[src/rtl/ax301_peripherals_pkg.sv]
// Shared constants and types for the AX301 peripheral-bus blocks.
// Holds the key-input register offsets and the per-key debounce state type.
package ax301_peripherals_pkg;

  localparam int unsigned KEY_REG_LEVEL   = 'h0;
  localparam int unsigned KEY_REG_PRESS   = 'h4;
  localparam int unsigned KEY_REG_RELEASE = 'h8;
  localparam int unsigned KEY_REG_IRQ_EN  = 'hC;

  typedef enum logic {
    STABLE,
    COUNTING
  } ax301_key_state_t;

endpackage

[src/rtl/minibus_slave_if.sv]
// Peripheral minibus: single-cycle request, completion and read data one cycle later.
interface minibus_slave_if #(
  parameter int unsigned ADDR_WIDTH = 8,
  parameter int unsigned DATA_WIDTH = 32
);

  logic                  req;
  logic                  we;
  logic [ADDR_WIDTH-1:0] addr;
  logic [DATA_WIDTH-1:0] wdata;
  logic [DATA_WIDTH-1:0] rdata;
  logic                  ack;

  modport master (
    output req, we, addr, wdata,
    input  rdata, ack
  );

  modport slave (
    input  req, we, addr, wdata,
    output rdata, ack
  );

endinterface

[src/rtl/ax301_key_debounce.sv]
// One board key: 2-FF synchroniser, debounce counter/FSM and press/release pulses.
// Pulses are high in the cycle the debounced level is about to change.
module ax301_key_debounce
  import ax301_peripherals_pkg::*;
#(
  parameter int unsigned DEBOUNCE_CYCLES = 1_000_000
) (
  input  logic clk,
  input  logic nrst,
  input  logic key_n,
  output logic stable,
  output logic press_evt,
  output logic release_evt
);

  localparam int unsigned CntWidth = $clog2(DEBOUNCE_CYCLES);
  localparam logic [CntWidth-1:0] CntLast = CntWidth'(DEBOUNCE_CYCLES - 1);

  logic                sync1_q, sync2_q;
  logic                key_s;
  logic                stable_q;
  logic                qualify;
  logic [CntWidth-1:0] cnt_q;
  ax301_key_state_t    state_q;

  assign key_s = ~sync2_q;

  always_ff @(posedge clk or negedge nrst) begin
    if (!nrst) begin
      sync1_q  <= 1'b1;
      sync2_q  <= 1'b1;
      stable_q <= 1'b0;
      cnt_q    <= '0;
      state_q  <= STABLE;
    end else begin
      sync1_q <= key_n;
      sync2_q <= sync1_q;
      unique case (state_q)
        STABLE: begin
          if (key_s != stable_q) begin
            state_q <= COUNTING;
            cnt_q   <= CntWidth'(1);
          end else begin
            cnt_q <= '0;
          end
        end
        COUNTING: begin
          if (key_s == stable_q) begin
            state_q <= STABLE;
            cnt_q   <= '0;
          end else if (cnt_q == CntLast) begin
            stable_q <= key_s;
            state_q  <= STABLE;
            cnt_q    <= '0;
          end else begin
            cnt_q <= cnt_q + 1'b1;
          end
        end
      endcase
    end
  end

  // Same condition that commits the new level, so the pulse lines up with the change.
  assign qualify     = (state_q == COUNTING) && (key_s != stable_q) && (cnt_q == CntLast);
  assign press_evt   = qualify & key_s;
  assign release_evt = qualify & ~key_s;
  assign stable      = stable_q;

endmodule

[src/rtl/ax301_key_input.sv]
// AX301 push-key input block: debounced levels and sticky W1C press/release flags on minibus.
// Define AX301_KEY_IRQ_EN to add the IRQ_EN register and the level irq output.
module ax301_key_input
  import ax301_peripherals_pkg::*;
#(
  parameter int unsigned KEY_COUNT       = 4,
  parameter int unsigned DEBOUNCE_CYCLES = 1_000_000,
  parameter int unsigned ADDR_WIDTH      = 8,
  parameter int unsigned DATA_WIDTH      = 32
) (
  input  logic                 clk,
  input  logic                 nrst,
  minibus_slave_if.slave       _sif,
  input  logic [KEY_COUNT-1:0] key_n
`ifdef AX301_KEY_IRQ_EN
  ,
  output logic                 irq
`endif
);

  logic [KEY_COUNT-1:0]  level, press_evt, release_evt;
  logic [KEY_COUNT-1:0]  press_q, press_d, release_q, release_d;
  logic [KEY_COUNT-1:0]  press_clr, release_clr;
  logic [DATA_WIDTH-1:0] rdata_q, rdata_d;
  logic                  ack_q;
  logic                  wr_en, rd_en;
  logic                  hit_level, hit_press, hit_release;

  for (genvar i = 0; i < KEY_COUNT; i++) begin : g_key
    ax301_key_debounce #(
      .DEBOUNCE_CYCLES(DEBOUNCE_CYCLES)
    ) u_debounce (
      .clk        (clk),
      .nrst       (nrst),
      .key_n      (key_n[i]),
      .stable     (level[i]),
      .press_evt  (press_evt[i]),
      .release_evt(release_evt[i])
    );
  end

  assign wr_en       = _sif.req & _sif.we;
  assign rd_en       = _sif.req & ~_sif.we;
  assign hit_level   = (_sif.addr == ADDR_WIDTH'(KEY_REG_LEVEL));
  assign hit_press   = (_sif.addr == ADDR_WIDTH'(KEY_REG_PRESS));
  assign hit_release = (_sif.addr == ADDR_WIDTH'(KEY_REG_RELEASE));

`ifdef AX301_KEY_IRQ_EN
  logic                 hit_irq_en;
  logic [KEY_COUNT:0]   irq_en_q, irq_en_d;
  logic                 irq_q, irq_d;

  assign hit_irq_en = (_sif.addr == ADDR_WIDTH'(KEY_REG_IRQ_EN));

  always_comb begin
    irq_en_d = irq_en_q;
    if (wr_en && hit_irq_en) begin
      irq_en_d = _sif.wdata[KEY_COUNT:0];
    end
    irq_d = (|(press_q & irq_en_q[KEY_COUNT-1:0])) | (irq_en_q[KEY_COUNT] & (|release_q));
  end

  always_ff @(posedge clk or negedge nrst) begin
    if (!nrst) begin
      irq_en_q <= '0;
      irq_q    <= 1'b0;
    end else begin
      irq_en_q <= irq_en_d;
      irq_q    <= irq_d;
    end
  end

  assign irq = irq_q;
`endif

  // Set beats a same-cycle clear so no edge is ever lost.
  always_comb begin
    press_clr   = (wr_en && hit_press)   ? _sif.wdata[KEY_COUNT-1:0] : '0;
    release_clr = (wr_en && hit_release) ? _sif.wdata[KEY_COUNT-1:0] : '0;
    press_d     = (press_q & ~press_clr) | press_evt;
    release_d   = (release_q & ~release_clr) | release_evt;

    rdata_d = '0;
    if (rd_en) begin
      if (hit_level) begin
        rdata_d[KEY_COUNT-1:0] = level;
      end else if (hit_press) begin
        rdata_d[KEY_COUNT-1:0] = press_q;
      end else if (hit_release) begin
        rdata_d[KEY_COUNT-1:0] = release_q;
      end
`ifdef AX301_KEY_IRQ_EN
      else if (hit_irq_en) begin
        rdata_d[KEY_COUNT:0] = irq_en_q;
      end
`endif
    end
  end

  always_ff @(posedge clk or negedge nrst) begin
    if (!nrst) begin
      press_q   <= '0;
      release_q <= '0;
      rdata_q   <= '0;
      ack_q     <= 1'b0;
    end else begin
      press_q   <= press_d;
      release_q <= release_d;
      rdata_q   <= rdata_d;
      ack_q     <= _sif.req;
    end
  end

  assign _sif.rdata = rdata_q;
  assign _sif.ack   = ack_q;

endmodule

[src/flat_wrapper.sv]
// flat-port wrapper written by rule: the top's interface ports become plain ports
module ax301_key_input_flat import ax301_peripherals_pkg::*;
#(
  parameter int unsigned KEY_COUNT       = 4,
  parameter int unsigned DEBOUNCE_CYCLES = 1_000_000,
  parameter int unsigned ADDR_WIDTH      = 8,
  parameter int unsigned DATA_WIDTH      = 32
)
  (clk, nrst, key_n, _sif_req, _sif_we, _sif_addr, _sif_wdata, _sif_rdata, _sif_ack);
  minibus_slave_if #(.ADDR_WIDTH(ADDR_WIDTH), .DATA_WIDTH(DATA_WIDTH)) _sif_i ();
  input  logic clk;
  input  logic nrst;
  input  logic [KEY_COUNT-1:0] key_n;
  input wire logic [$bits(_sif_i.req)-1:0] _sif_req;
  input wire logic [$bits(_sif_i.we)-1:0] _sif_we;
  input wire logic [$bits(_sif_i.addr)-1:0] _sif_addr;
  input wire logic [$bits(_sif_i.wdata)-1:0] _sif_wdata;
  output wire logic [$bits(_sif_i.rdata)-1:0] _sif_rdata;
  output wire logic [$bits(_sif_i.ack)-1:0] _sif_ack;
  assign _sif_i.req = _sif_req;
  assign _sif_i.we = _sif_we;
  assign _sif_i.addr = _sif_addr;
  assign _sif_i.wdata = _sif_wdata;
  assign _sif_rdata = _sif_i.rdata;
  assign _sif_ack = _sif_i.ack;
  ax301_key_input #(.KEY_COUNT(KEY_COUNT), .DEBOUNCE_CYCLES(DEBOUNCE_CYCLES), .ADDR_WIDTH(ADDR_WIDTH), .DATA_WIDTH(DATA_WIDTH)) u_core (.clk(clk), .nrst(nrst), ._sif(_sif_i), .key_n(key_n));
endmodule
[config.mk]
export PLATFORM = sky130hd
export DESIGN_NAME = ax301_key_input_flat
export DESIGN_NICKNAME = d
export VERILOG_FILES = /design/src/rtl/ax301_peripherals_pkg.sv /design/src/rtl/minibus_slave_if.sv /design/src/rtl/ax301_key_debounce.sv /design/src/rtl/ax301_key_input.sv /design/src/flat_wrapper.sv
export SDC_FILE = /design/constraint.sdc
export NUM_CORES = 1
export LEC_CHECK = 0
export CAP_MARGIN = 15
export CORE_AREA = 10 10 117 119
export CTS_CLUSTER_DIAMETER = 150
export DETAILED_ROUTE_END_ITERATION = 10
export DIE_AREA = 0 0 127 129
export HOLD_SLACK_MARGIN = 0.12
export PLACE_DENSITY = 0.71
export SYNTH_ARGS = -nofsm -noshare
export SYNTH_HDL_FRONTEND = slang
export SYNTH_HIERARCHICAL = 1
export SYNTH_SLANG_ARGS = --single-unit
[constraint.sdc]
create_clock -name clk -period 2.2 [get_ports clk]
set_input_delay 0.22 -clock clk [delete_from_list [all_inputs] [get_ports clk]]
set_output_delay 0.22 -clock clk [all_outputs]
set_load 0.02 [all_outputs]
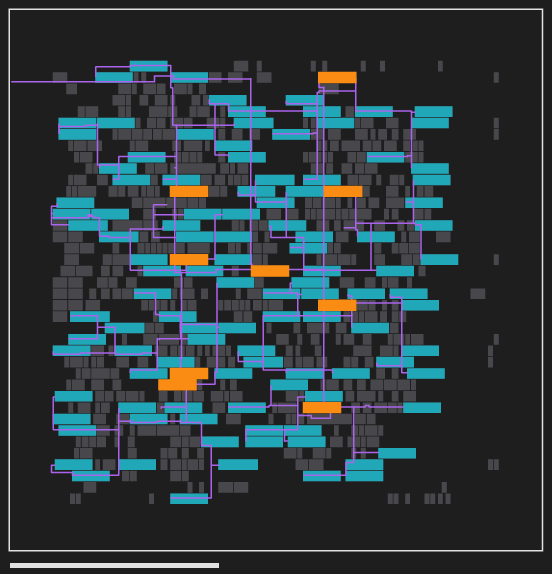
(run_1/clock_map.png)
Scale bar: 50 um.
Purple marks clock wires, length 1300 um. Orange marks cells driving clock nets, count 9. Cyan marks flip-flops, count 109.
There are 10 routed clock nets.
worst setup skew after layout: 0.00591 ns
Insertion Delay late pin: 0.34 ns
P_clk: 0.00182 W
clock share of power: 0.434

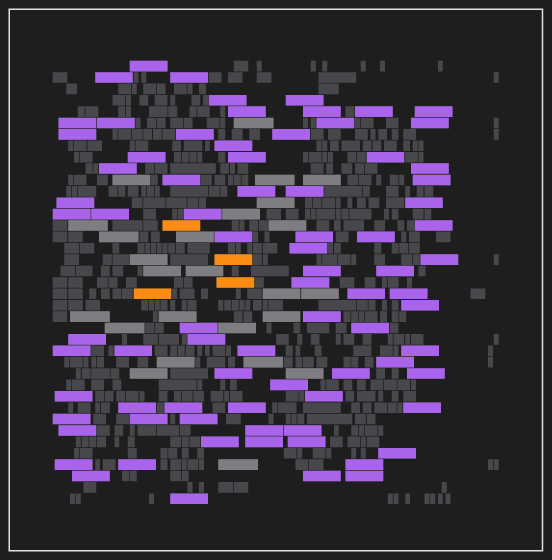
(run_1/registers.png)
Orange marks u_core/press_q, flops 4. Purple marks u_core/g_key.u_debounce/cnt_q, flops 80, where spread over the die.
Another 25 sequential cells are not coloured.
P_seq: 0.00209 W
final design utilization: 0.554
Reg area: 0.00274 mm^2

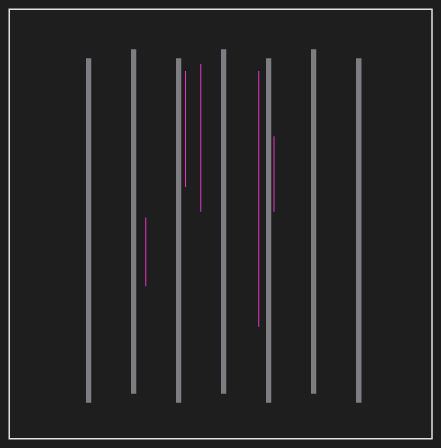
(run_1/met4.png)
Supply wires on this layer in grey.
The wires run mostly vertical. The layer holds 1.8% of the routed length. 4 nets have wire on it. The longest straight run is 76.8 um. The layer carries 199 um of wire.
final wirelength: 10800 um
Via Count: 4077

==> impl_metrics.ini, run 1 <==
; flow metrics
[outcome]
status = completed

[finish]
top_register = u_core/g_key.u_debounce/cnt_q
fillCellCount = 997
seq_share = 0.436
clk_share = 0.0550
stdcell_count = 747
buffer_area_frac = 0.0630
inv_count = 16
final_cell_mix = dfrtp_1 (101), nor2_1 (84), xor2_1 (36)
comb_area_frac = 0.408
comb_area_mm2 = 0.00256
final_nets = 651
antenna_cells = 0
areaGrowthSynthToFinish_pct = 12.6
final_common_cell = dfrtp_1
final_area_mm2 = 0.00628

[die]
initCoreUtil = 0.492
fp-row-count = 39
die_width_um = 127

[drt]
routed_via_density = 5.46
drtAntennaViolNets = 0

[synthesis]
synthMuxAreaShare = 0.00718
aoi_share = 0.0682
ys_warn_count = 6
top_area_cell = dfrtp_1
syn_area_mm2 = 0.00557
ys_seq_frac = 0.491
xor_area_frac = 0.0880
async_reset_ff_frac = 1.00
edf_count = 0
adder_share = 0.00898
ys_cells = 567
syn_area_per_cell_um2 = 9.83

[place]
numPortBuffers = 24
dp_hpwl_um = 7800
post-place-ws_ns = -0.0322

[global_routing]
gr-total-overflow = 0
grt_usage = 0.135
met1_usage = 0.167
grt_max_degree = 49

[clock_tree]
clock_path_buffers = 2
ctsHoldBuffers = 1
clkSinkCount = 109
clk_pin_slew_worst_paths_ns = 0.07
cts_buffers = 9
clockRootBuffer = clkbuf_16

[critical_path]
max_stage_delay_ns = 0.41
arrival_ns = 2.21
required_ns = 2.47
endpoint_kind = register
critPathLaunchType = register
worst-path-max-fanout = 4

[sta]
finalSetupViolations = 0
tns_ns = 0
fin_hold_ws_ns = 0.282
fmax_mhz = 515

[power_and_ir_drop]
p_switching_w = 0.000926
power-per-cell-area_mw_per_mm2 = 669
top_power_group = registers
seq_power_share = 0.497
-- run 1: path summary, 6_finish.rpt --
kind | startpoint | endpoint | depth (start not counted)
min | key_n[3] | u_core/g_key[3].u_debounce/sync1_q | 1
max in group asynchronous | nrst | u_core/g_key[0].u_debounce/sync1_q | 3
max | u_core/g_key[1].u_debounce/cnt_q[0] | u_core/press_q[1] | 7
min in group asynchronous | nrst | u_core/g_key[3].u_debounce/cnt_q[3] | 2
max reg2reg | u_core/g_key[1].u_debounce/cnt_q[0] | u_core/press_q[1] | 7
min reg2reg | u_core/g_key[3].u_debounce/sync1_q | u_core/g_key[3].u_debounce/sync2_q | 0
==> run_1/drive_strength.png <==
Scale bar: 50 um.
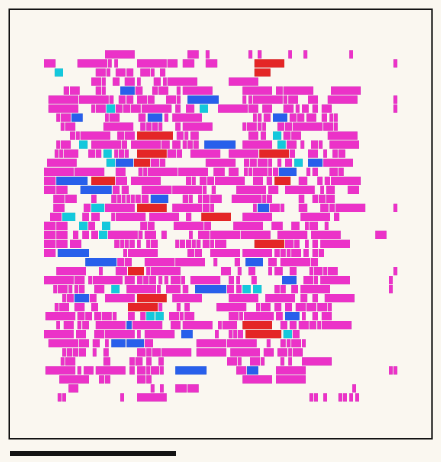

## Run 2: what changed since run 1
--- a/config.mk
+++ b/config.mk
@@ -9,3 +9,3 @@
 export CORE_AREA = 10 10 117 119
-export CTS_CLUSTER_DIAMETER = 150
+export CTS_CLUSTER_DIAMETER = 30
 export DETAILED_ROUTE_END_ITERATION = 10
@@ -14,2 +14,3 @@
 export PLACE_DENSITY = 0.71
+export SKIP_CTS_REPAIR_TIMING = 1
 export SYNTH_ARGS = -nofsm -noshare
==> constraint.sdc (replaced) <==
create_clock -name clk -period 2.2 [get_ports clk]
set_input_delay 0.33 -clock clk [delete_from_list [all_inputs] [get_ports clk]]
set_output_delay 0.33 -clock clk [all_outputs]
set_load 0.02 [all_outputs]
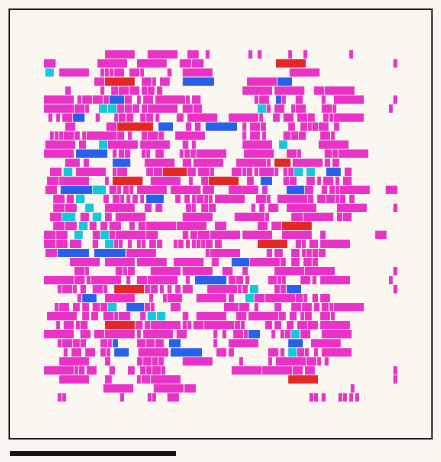
(run_2/drive_strength.png)
Scale bar: 50 um.
Blue marks drive 2, cells 27. Red marks drive 6 and up, cells 12, most used clkbuf_16. Magenta marks drive 1 or less, cells 544, most used dfrtp_1. Cyan marks drive 3 to 4, cells 25, most used buf_4.

==> run 2 against run 1 <==
Sequential power about the same. Via count stayed put. Highest routed layer unchanged. Sequential share of layout area increased by 0.15 points. Clock-buffer cell count is 1 lower. Global-route usage rose by 0.38 points. Synthesized cell count unchanged. Non-clock buffer count grew 4. Flip-flop count is the same. Die area did not move.
==> impl_metrics.ini, run 2 <==
; flow metrics
[outcome]
status = completed

[sta]
fin_hold_ws_ns = 0.357
tns_ns = 0
finalSetupViolations = 0

[global_routing]
met1_usage = 0.171
grt_usage = 0.138
gr-total-overflow = 0

[synthesis]
aoi_share = 0.0682
ys_seq_frac = 0.491
synthMuxAreaShare = 0.00718
ys_cells = 567
ys_warn_count = 6

[power_and_ir_drop]
clkPwrFrac = 0.405
p_switching_w = 0.000934
p_seq_w = 0.00209
p_clk_w = 0.00162
seq_power_share = 0.522

[place]
numPortBuffers = 24
post-place-ws_ns = -0.101
dp_hpwl_um = 7840

[finish]
fillCellCount = 1013
comb_area_frac = 0.409
final_common_cell = dfrtp_1
buffer_area_frac = 0.0680
top_register = u_core/g_key.u_debounce/cnt_q
areaGrowthSynthToFinish_pct = 12.2
final_nets = 655
inv_count = 16
antenna_cells = 0

[die]
die_width_um = 127
fp-row-count = 39
initCoreUtil = 0.492

[critical_path]
worst-path-max-fanout = 4
worstSetupEndpoint = u_core/press_q[0]
reg2reg_from = u_core/g_key[0].u_debounce/cnt_q[0]
rr_endpoint = u_core/press_q[0]
worst-path-stages = 7

[clock_tree]
clock_latency_ns = 0.35
clock_path_buffers = 2

[drt]
drtAntennaViolNets = 0
routed_via_density = 5.43

[min_path]
min_path_cells = 0
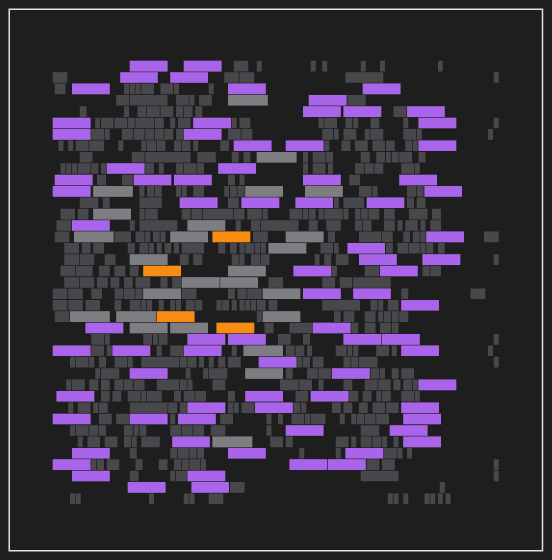
(run_2/registers.png)
Orange marks u_core/press_q, flops 4. Purple marks u_core/g_key.u_debounce/cnt_q, flops 80, where spread over the die.
final design utilization: 0.552
sequential cell area share: 0.438

run 2: cell counts after synthesis:
No cell type changed its count.
run 2: how the worst min path moves through the flow:
stage / from / to / slack [ns]
after floorplan: nrst / u_core/_sif.ack / 0.03
after global placement: nrst / u_core/g_key[3].u_debounce/cnt_q[4] / 0.27
after detailed placement: nrst / u_core/g_key[3].u_debounce/cnt_q[3] / 0.27
after CTS: nrst / u_core/g_key[3].u_debounce/cnt_q[3] / -0.12
after global routing: u_core/g_key[0].u_debounce/sync1_q / u_core/g_key[0].u_debounce/sync2_q / 0.36
final: u_core/g_key[1].u_debounce/sync1_q / u_core/g_key[1].u_debounce/sync2_q / 0.36
Power is estimated from default activity; no workload was simulated.
